### Wiring by layer

Drawn at 4 px/µm. Two of the layers only.
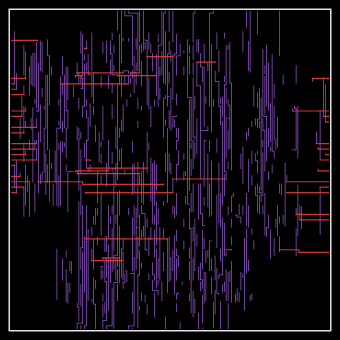
### Logic cells by family

Drawn at 4 px/µm.
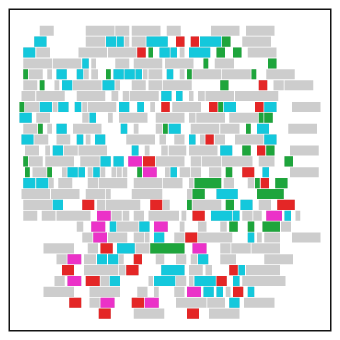
### Routed metal per tile

Drawn at 3 px/µm. 16 x 16 tiles, from dark purple (low) to yellow (high), scaled to the fullest tile. Values are wire area over tile area, all layers added.
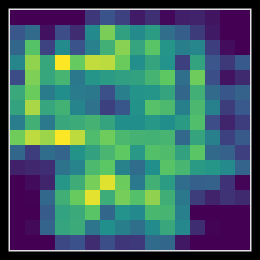
### Placed standard cells

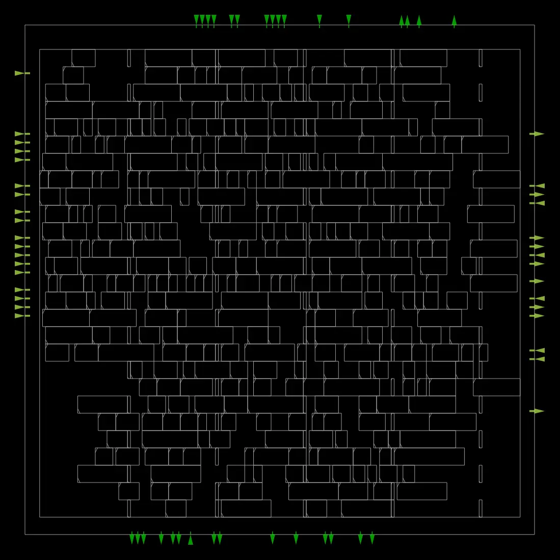
### Close-up of the layout

Window x 25 to 55, y 25 to 55 µm. Cells in grey, sequential cells in the stronger grey; small squares are vias.
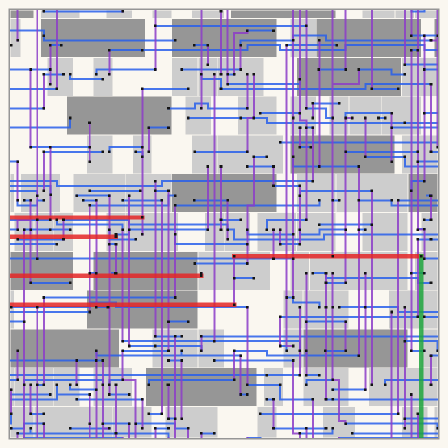
[src/rtl/memlog_dumper.sv]
// Read-out stage for MEMLog: walks log words from address 0 and streams them LSB byte first.
// Optional build macro MEMLOG_DUMP_HEADER_EN prefixes the stream with header bytes 0xA5, 0x5A.
module memlog_dumper #(
  parameter int unsigned BRAM_ADDR_WIDTH = 15,
  parameter int unsigned BRAM_DATA_WIDTH = 16,
  parameter int unsigned DUMP_WORDS      = 2**BRAM_ADDR_WIDTH
) (
  input  logic                         clk,
  input  logic                         i_rst,
  input  logic                         i_start_dump,
  input  logic                         i_mem_full,
  output logic                         o_read_log,
  output logic [BRAM_ADDR_WIDTH-1:0]   o_addr_log_to_mem,
  input  logic [2*BRAM_DATA_WIDTH-1:0] i_data_log_from_mem,
  output logic [7:0]                   o_tx_data,
  output logic                         o_tx_valid,
  input  logic                         i_tx_ready,
  output logic                         o_busy,
  output logic                         o_done
);

  localparam int unsigned WORD_W = 2 * BRAM_DATA_WIDTH;
  localparam int unsigned NBYTES = WORD_W / 8;
  localparam int unsigned BIDX_W = (NBYTES > 1) ? $clog2(NBYTES) : 1;
  localparam logic [BRAM_ADDR_WIDTH-1:0] LAST_WORD = BRAM_ADDR_WIDTH'(DUMP_WORDS - 1);
  localparam logic [BIDX_W-1:0]          LAST_BYTE = BIDX_W'(NBYTES - 1);

  typedef enum logic [2:0] {
    S_IDLE, S_REQ, S_CAP, S_HDR, S_SEND, S_DONE
  } state_e;

  state_e                     state_q, state_d;
  logic [BRAM_ADDR_WIDTH-1:0] word_q, word_d;
  logic [BIDX_W-1:0]          byte_q, byte_d;
  logic [WORD_W-1:0]          cap_q, cap_d;
  logic                       read_log_q, read_log_d;
  logic                       busy_q, busy_d;
  logic                       done_q, done_d;
  logic                       tx_valid_q, tx_valid_d;
  logic [7:0]                 tx_data_q, tx_data_d;
  logic                       xfer;
`ifdef MEMLOG_DUMP_HEADER_EN
  logic                       hdr_q, hdr_d;
`endif

  assign xfer = tx_valid_q && i_tx_ready;

  // State, datapath and registered outputs
  always_ff @(posedge clk) begin
    if (i_rst) begin
      state_q    <= S_IDLE;
      word_q     <= '0;
      byte_q     <= '0;
      cap_q      <= '0;
      read_log_q <= 1'b0;
      busy_q     <= 1'b0;
      done_q     <= 1'b0;
      tx_valid_q <= 1'b0;
      tx_data_q  <= '0;
`ifdef MEMLOG_DUMP_HEADER_EN
      hdr_q      <= 1'b0;
`endif
    end else begin
      state_q    <= state_d;
      word_q     <= word_d;
      byte_q     <= byte_d;
      cap_q      <= cap_d;
      read_log_q <= read_log_d;
      busy_q     <= busy_d;
      done_q     <= done_d;
      tx_valid_q <= tx_valid_d;
      tx_data_q  <= tx_data_d;
`ifdef MEMLOG_DUMP_HEADER_EN
      hdr_q      <= hdr_d;
`endif
    end
  end

  // Next-state and datapath update
  always_comb begin
    state_d = state_q;
    word_d  = word_q;
    byte_d  = byte_q;
    cap_d   = cap_q;
`ifdef MEMLOG_DUMP_HEADER_EN
    hdr_d   = hdr_q;
`endif
    case (state_q)
      S_IDLE: begin
        if (i_start_dump && i_mem_full) begin
          state_d = S_REQ;
          word_d  = '0;
        end
      end
      S_REQ: state_d = S_CAP;
      S_CAP: begin
        cap_d  = i_data_log_from_mem;
        byte_d = '0;
`ifdef MEMLOG_DUMP_HEADER_EN
        hdr_d   = 1'b0;
        state_d = (word_q == '0) ? S_HDR : S_SEND;
`else
        state_d = S_SEND;
`endif
      end
`ifdef MEMLOG_DUMP_HEADER_EN
      S_HDR: begin
        if (xfer) begin
          hdr_d = 1'b1;
          if (hdr_q) state_d = S_SEND;
        end
      end
`endif
      S_SEND: begin
        if (xfer) begin
          if (byte_q == LAST_BYTE) begin
            if (word_q == LAST_WORD) begin
              state_d = S_DONE;
            end else begin
              word_d  = word_q + BRAM_ADDR_WIDTH'(1);
              state_d = S_REQ;
            end
          end else begin
            byte_d = byte_q + BIDX_W'(1);
            cap_d  = cap_q >> 8;
          end
        end
      end
      S_DONE: begin
        state_d = S_IDLE;
        word_d  = '0;
      end
      default: state_d = S_IDLE;
    endcase
  end

  // Outputs decoded from the upcoming state so they register in step with it
  always_comb begin
    read_log_d = (state_q == S_IDLE) && (state_d == S_REQ);
    busy_d     = (state_d != S_IDLE);
    done_d     = (state_d == S_DONE);
    tx_valid_d = (state_d == S_SEND) || (state_d == S_HDR);
    tx_data_d  = '0;
    if (state_d == S_SEND) tx_data_d = cap_d[7:0];
`ifdef MEMLOG_DUMP_HEADER_EN
    if (state_d == S_HDR) tx_data_d = hdr_d ? 8'h5A : 8'hA5;
`endif
  end

  assign o_read_log        = read_log_q;
  assign o_addr_log_to_mem = word_q;
  assign o_tx_data         = tx_data_q;
  assign o_tx_valid        = tx_valid_q;
  assign o_busy            = busy_q;
  assign o_done            = done_q;

endmodule
[config.mk]
export PLATFORM = sky130hd
export DESIGN_NAME = memlog_dumper
export DESIGN_NICKNAME = d
export VERILOG_FILES = /design/src/rtl/memlog_dumper.sv
export SDC_FILE = /design/constraint.sdc
export NUM_CORES = 1
export LEC_CHECK = 0
export CORE_MARGIN = 2
export CORE_UTILIZATION = 50
export DETAILED_ROUTE_END_ITERATION = 6
export DONT_BUFFER_PORTS = 1
export GPL_TIMING_DRIVEN = 0
export HOLD_SLACK_MARGIN = 0.08
export MAX_ROUTING_LAYER = met4
export PLACE_DENSITY_LB_ADDON = 0.25
export SLEW_MARGIN = 10
export SYNTH_ARGS = -nofsm -noshare
export SYNTH_HDL_FRONTEND = slang
export SYNTH_SLANG_ARGS = --single-unit
[constraint.sdc]
create_clock -name clk -period 1.9 [get_ports clk]
set_input_delay 0.19 -clock clk [delete_from_list [all_inputs] [get_ports clk]]
set_output_delay 0.19 -clock clk [all_outputs]
set_load 0.03 [all_outputs]
==> results_slide.txt <==
Implementation Results

Outcome
  • Status: finished clean

Setup path
  • CP dominant cell by count: buf_4
  • CP Launch Type: register
  • CP Max Fanout: 10
  • Worst R2R Setup Slack: between 0.07 and 0.08 ns
  • Critical path, cell by cell: ha_1, and3b_1, and2_1, buf_4, buf_4, a221oi_2, nor4_1
  • Slowest-stage cell, CP: dfxtp_1
  • Crit-path max cell delay: about 0.36 ns
  • Crit Path Class: register to register
  • Crit path DAT: roughly 2.0 ns

CTS
  • Max clock buf depth: 2
  • Clock Pin Slew Worst Setup and Hold Paths: around 0.080 ns
  • TritonCTS clock tree: yes
  • Total CTS buffers: 9
  • Worst skew pair latency: 0.34 ns
  • Num Clock Sinks: 64
  • Clock Tree Root: clkbuf_8

Die
  • Init Core Util: a little over half
  • Die Size: ~6400 µm²
  • Top Ports: 64
  • Die Y: 80.00 µm

Pwr
  • PD cells: 816.4 nW/µm²
  • Leakage Power: 0.001253 µW
  • VDD IR max: 0.5496 mV
  • Pwr Total: 2916 µW

Placement
  • Placed cell count: 378
  • Port bufs: 0
  • Final HPWL DP: 4771 µm

Synthesis
  • Asr flop ratio synth: 0%
  • Post-Synthesis Cells: around 310
  • Synth top cells by count: dfxtp_1 (64), nand2_1 (31), a21oi_1 (25)
  • Top-count cell post-synth: dfxtp_1
  • Yosys Chip Area: between 2000 and 3000 µm²
  • Seq share, synth: about 44%
  • Cell taking the most area after synthesis: dfxtp_1
  • Distinct cells, synth: 48
  • Primary FF master, synth: dfxtp_1
  • Synth Cell Area: 2888 µm²
  • Area leader share: 44.37%
  • Largest cells by area: dfxtp_1 (44%), a21oi_1 (4.3%), mux2i_1 (4.2%)
  • Post-synth regs: approximately 64
  • Syn Area/Cell: about 9.4 µm²
  • Yosys cell count: 306
  • Syn_nets: 345

Detailed routing
  • Routed vias/inst: 5.820
  • DRT Pass-1 Iters: 4
  • Initial DRC count: 156
  • DRC: 0

GRT
  • GRT overflow: 0
  • Top Usage Layer GRT: met2
  • Initial antenna violation count: 0
  • GR Layer Usage met2: 37.42%
  • Met3 Use GR: around 4.5%
  • Largest net degree at the start of global routing: 13

Job
  • Tool Warnings: 26
  • Max_cap viols: 0

Timing
  • Final Critical Period: 1.824 ns
  • Slew HR: a little under three fifths
  • Worst Skew: 0.009193 ns
  • Final worst path period share: 95.99%
  • Hold Fails Final Rpt: 0
  • Max Fclk: 548.3 MHz
  • Final Slew Violations: 0
  • Worst-margin pin slew: 0.6573 ns

Final layout
  • Final nets: 385
  • Share of layout cells above drive strength 1: 23.65%
  • Final core occ: 64.48%
  • Layout area overhead: 23.70%
  • ANT cells: 0
  • FF/Latch Area: between 1000 and 1500 µm²

Worst hold path
  • Worst hold path type: primary input to register
Notes on 'Wiring by layer' above:
Key: M2 = purple [wire length 3410 µm]; M3 = red [wire length 335 µm]
total wire length after detailed routing: 7389 µm
Avg WL per Cell: 17.47 µm
DR vias: 2462
overall routing resource usage: 25.23%

Notes on 'Logic cells by family' above:
Key: nor cells = green [cells 38, most used nor2_1]; mux cells = magenta [cells 13, most used mux2i_1]; and/or cells = red [cells 29, most used and2_1]; aoi and oai cells = cyan [cells 74, most used a21oi_1]
final cell count without fillers: 423
dominant logic cell type in the layout: dfxtp_1
fraction of area in multi-input gates: 42.42%

Notes on 'Routed metal per tile' above:
The mean over all tiles is 0.18. The fullest tile reaches 0.45. 40% of the tiles are over half the peak. The emptiest ninth of the die: lower right. 12% of the tiles are nearly empty.

Notes on 'Placed standard cells' above:
Cell Rows: 27
core area: 5540 µm²

Notes on 'Close-up of the layout' above:
Key: M4 = green; M2 = purple; M1 = blue; M3 = red
Netlist names of flops here include `cap_q` (6), `o_addr_log_to_mem` (3), `byte_q` (2). 72 logic cells have their middle in the window. Sequential cells in the window: 13. Most frequent: dfxtp_1 (10), clkbuf_1 (7).

-- cells in the final DEF, fill, tap and decap left out, types with 4 or more instances in the layout --
master and instances:
dfxtp_1 49, nand2_1 31, a21oi_1 25, dlygate4sd3_1 25
nor2_1 19, a22oi_1 16, nand3b_1 13, mux2i_1 12
dfxtp_2 10, and2_1 9, clkbuf_8 9, clkbuf_1 8
buf_4 8, nor4_1 8, buf_2 8, or3b_2 8
a2bb2oi_1 8, a211oi_1 6, a221oi_1 5, nand3_1 5
dfxtp_4 5, nand2b_1 4
-- power breakdown --
part / switching, µW / internal (µW) / leakage (µW) / total, µW
Combinational: 118 / 107 / 0.000617 / 225
Sequential: 24.1 / 1360 / 0.000526 / 1380
Clock: 571 / 741 / 0.000110 / 1310
Total: 713 / 2200 / 0.00125 / 2920
-- final timing paths --
path	startpoint	to	depth (start not counted)
setup / recovery	byte_q[0]$_SDFFE_PP0P_	o_tx_data[2]$_SDFF_PP0_	7
hold / removal	i_data_log_from_mem[1]	cap_q[1]$_SDFF_PP0_	3
setup reg to reg	byte_q[0]$_SDFFE_PP0P_	o_tx_data[2]$_SDFF_PP0_	7
hold reg to reg	cap_q[18]$_SDFFE_PP0P_	cap_q[18]$_SDFFE_PP0P_	2
-- routing by layer --
| layer | routed length (µm) | share of wire (%) |
|---|---|---|
| met1 | 3557 | 48 |
| met3 | 334 | 4.5 |
| met2 | 3408 | 46 |
| met5 | 0 | 0 |
| met4 | 89 | 1.2 |
-- cells by family after synthesis --
logic type / synth area share, %
AND/OR/NAND/NOR: 26.08
AND-OR/OR-AND: 19.15
flip-flops: 44.37
buffers and inverters: 4.983
multiplexers: 4.550
adder cells (fa/ha/maj): 0.8664
-- registers in the layout, summed over array words and instances (netlist names) --
name               flops
byte_q                 2
state_q                3
cap_q                 32
o_read_log             1
o_addr_log_to_mem     15
o_busy                 1
o_tx_data              8
o_tx_valid             1
o_done                 1
-- what timing repair did --
action | in CTS | in global routing
endpoints found under the hold margin | 30 | 0
gates resized | 13 | 24
pin swaps | 1 | 1
hold buffers | 25 | 0
setup buffers | 1 | 3
setup endpoints to repair | 23 | 42
-- worst max-delay path: cells and delay by family, from the launching register on --
kind | cells | cell delay (ns)
and+or+nand+nor | 3 | 0.45
AOI/OAI and AO/OA | 1 | 0.35
adders and majority gates | 1 | 0.19
DFF | 1 | 0.36
buffers and inverters | 2 | 0.34
-- per-stage QoR --
stage / setup WS [ns] / hold slack (ns) / instance area, µm² / setup TNS (ns)
floorplan: 0.1094 / 0.2806 / 2888 / 0
global placement: -0.2182 / 0.2937 / 2978 / -1.908
detailed placement: -0.1995 / 0.3058 / 2978 / -2.523
CTS: 0.003567 / 0.1006 / 3473 / 0
global route: -0.02313 / 0.1055 / 3572 / -0.03294
finish: 0.07612 / 0.1096 / 3572 / 0
-- cell type report --
class	instances	share of cell area, %
sequential	64	36.74
inverter	2	0.2102
timing repair buffer	29	7.846
clock inverter	7	2.662
buffer	26	4.133
clock buffer	9	3.468
multi-input combinational	214	42.42
tap	72	2.522
No activity file was given, so power comes from the tool's default toggle rates.
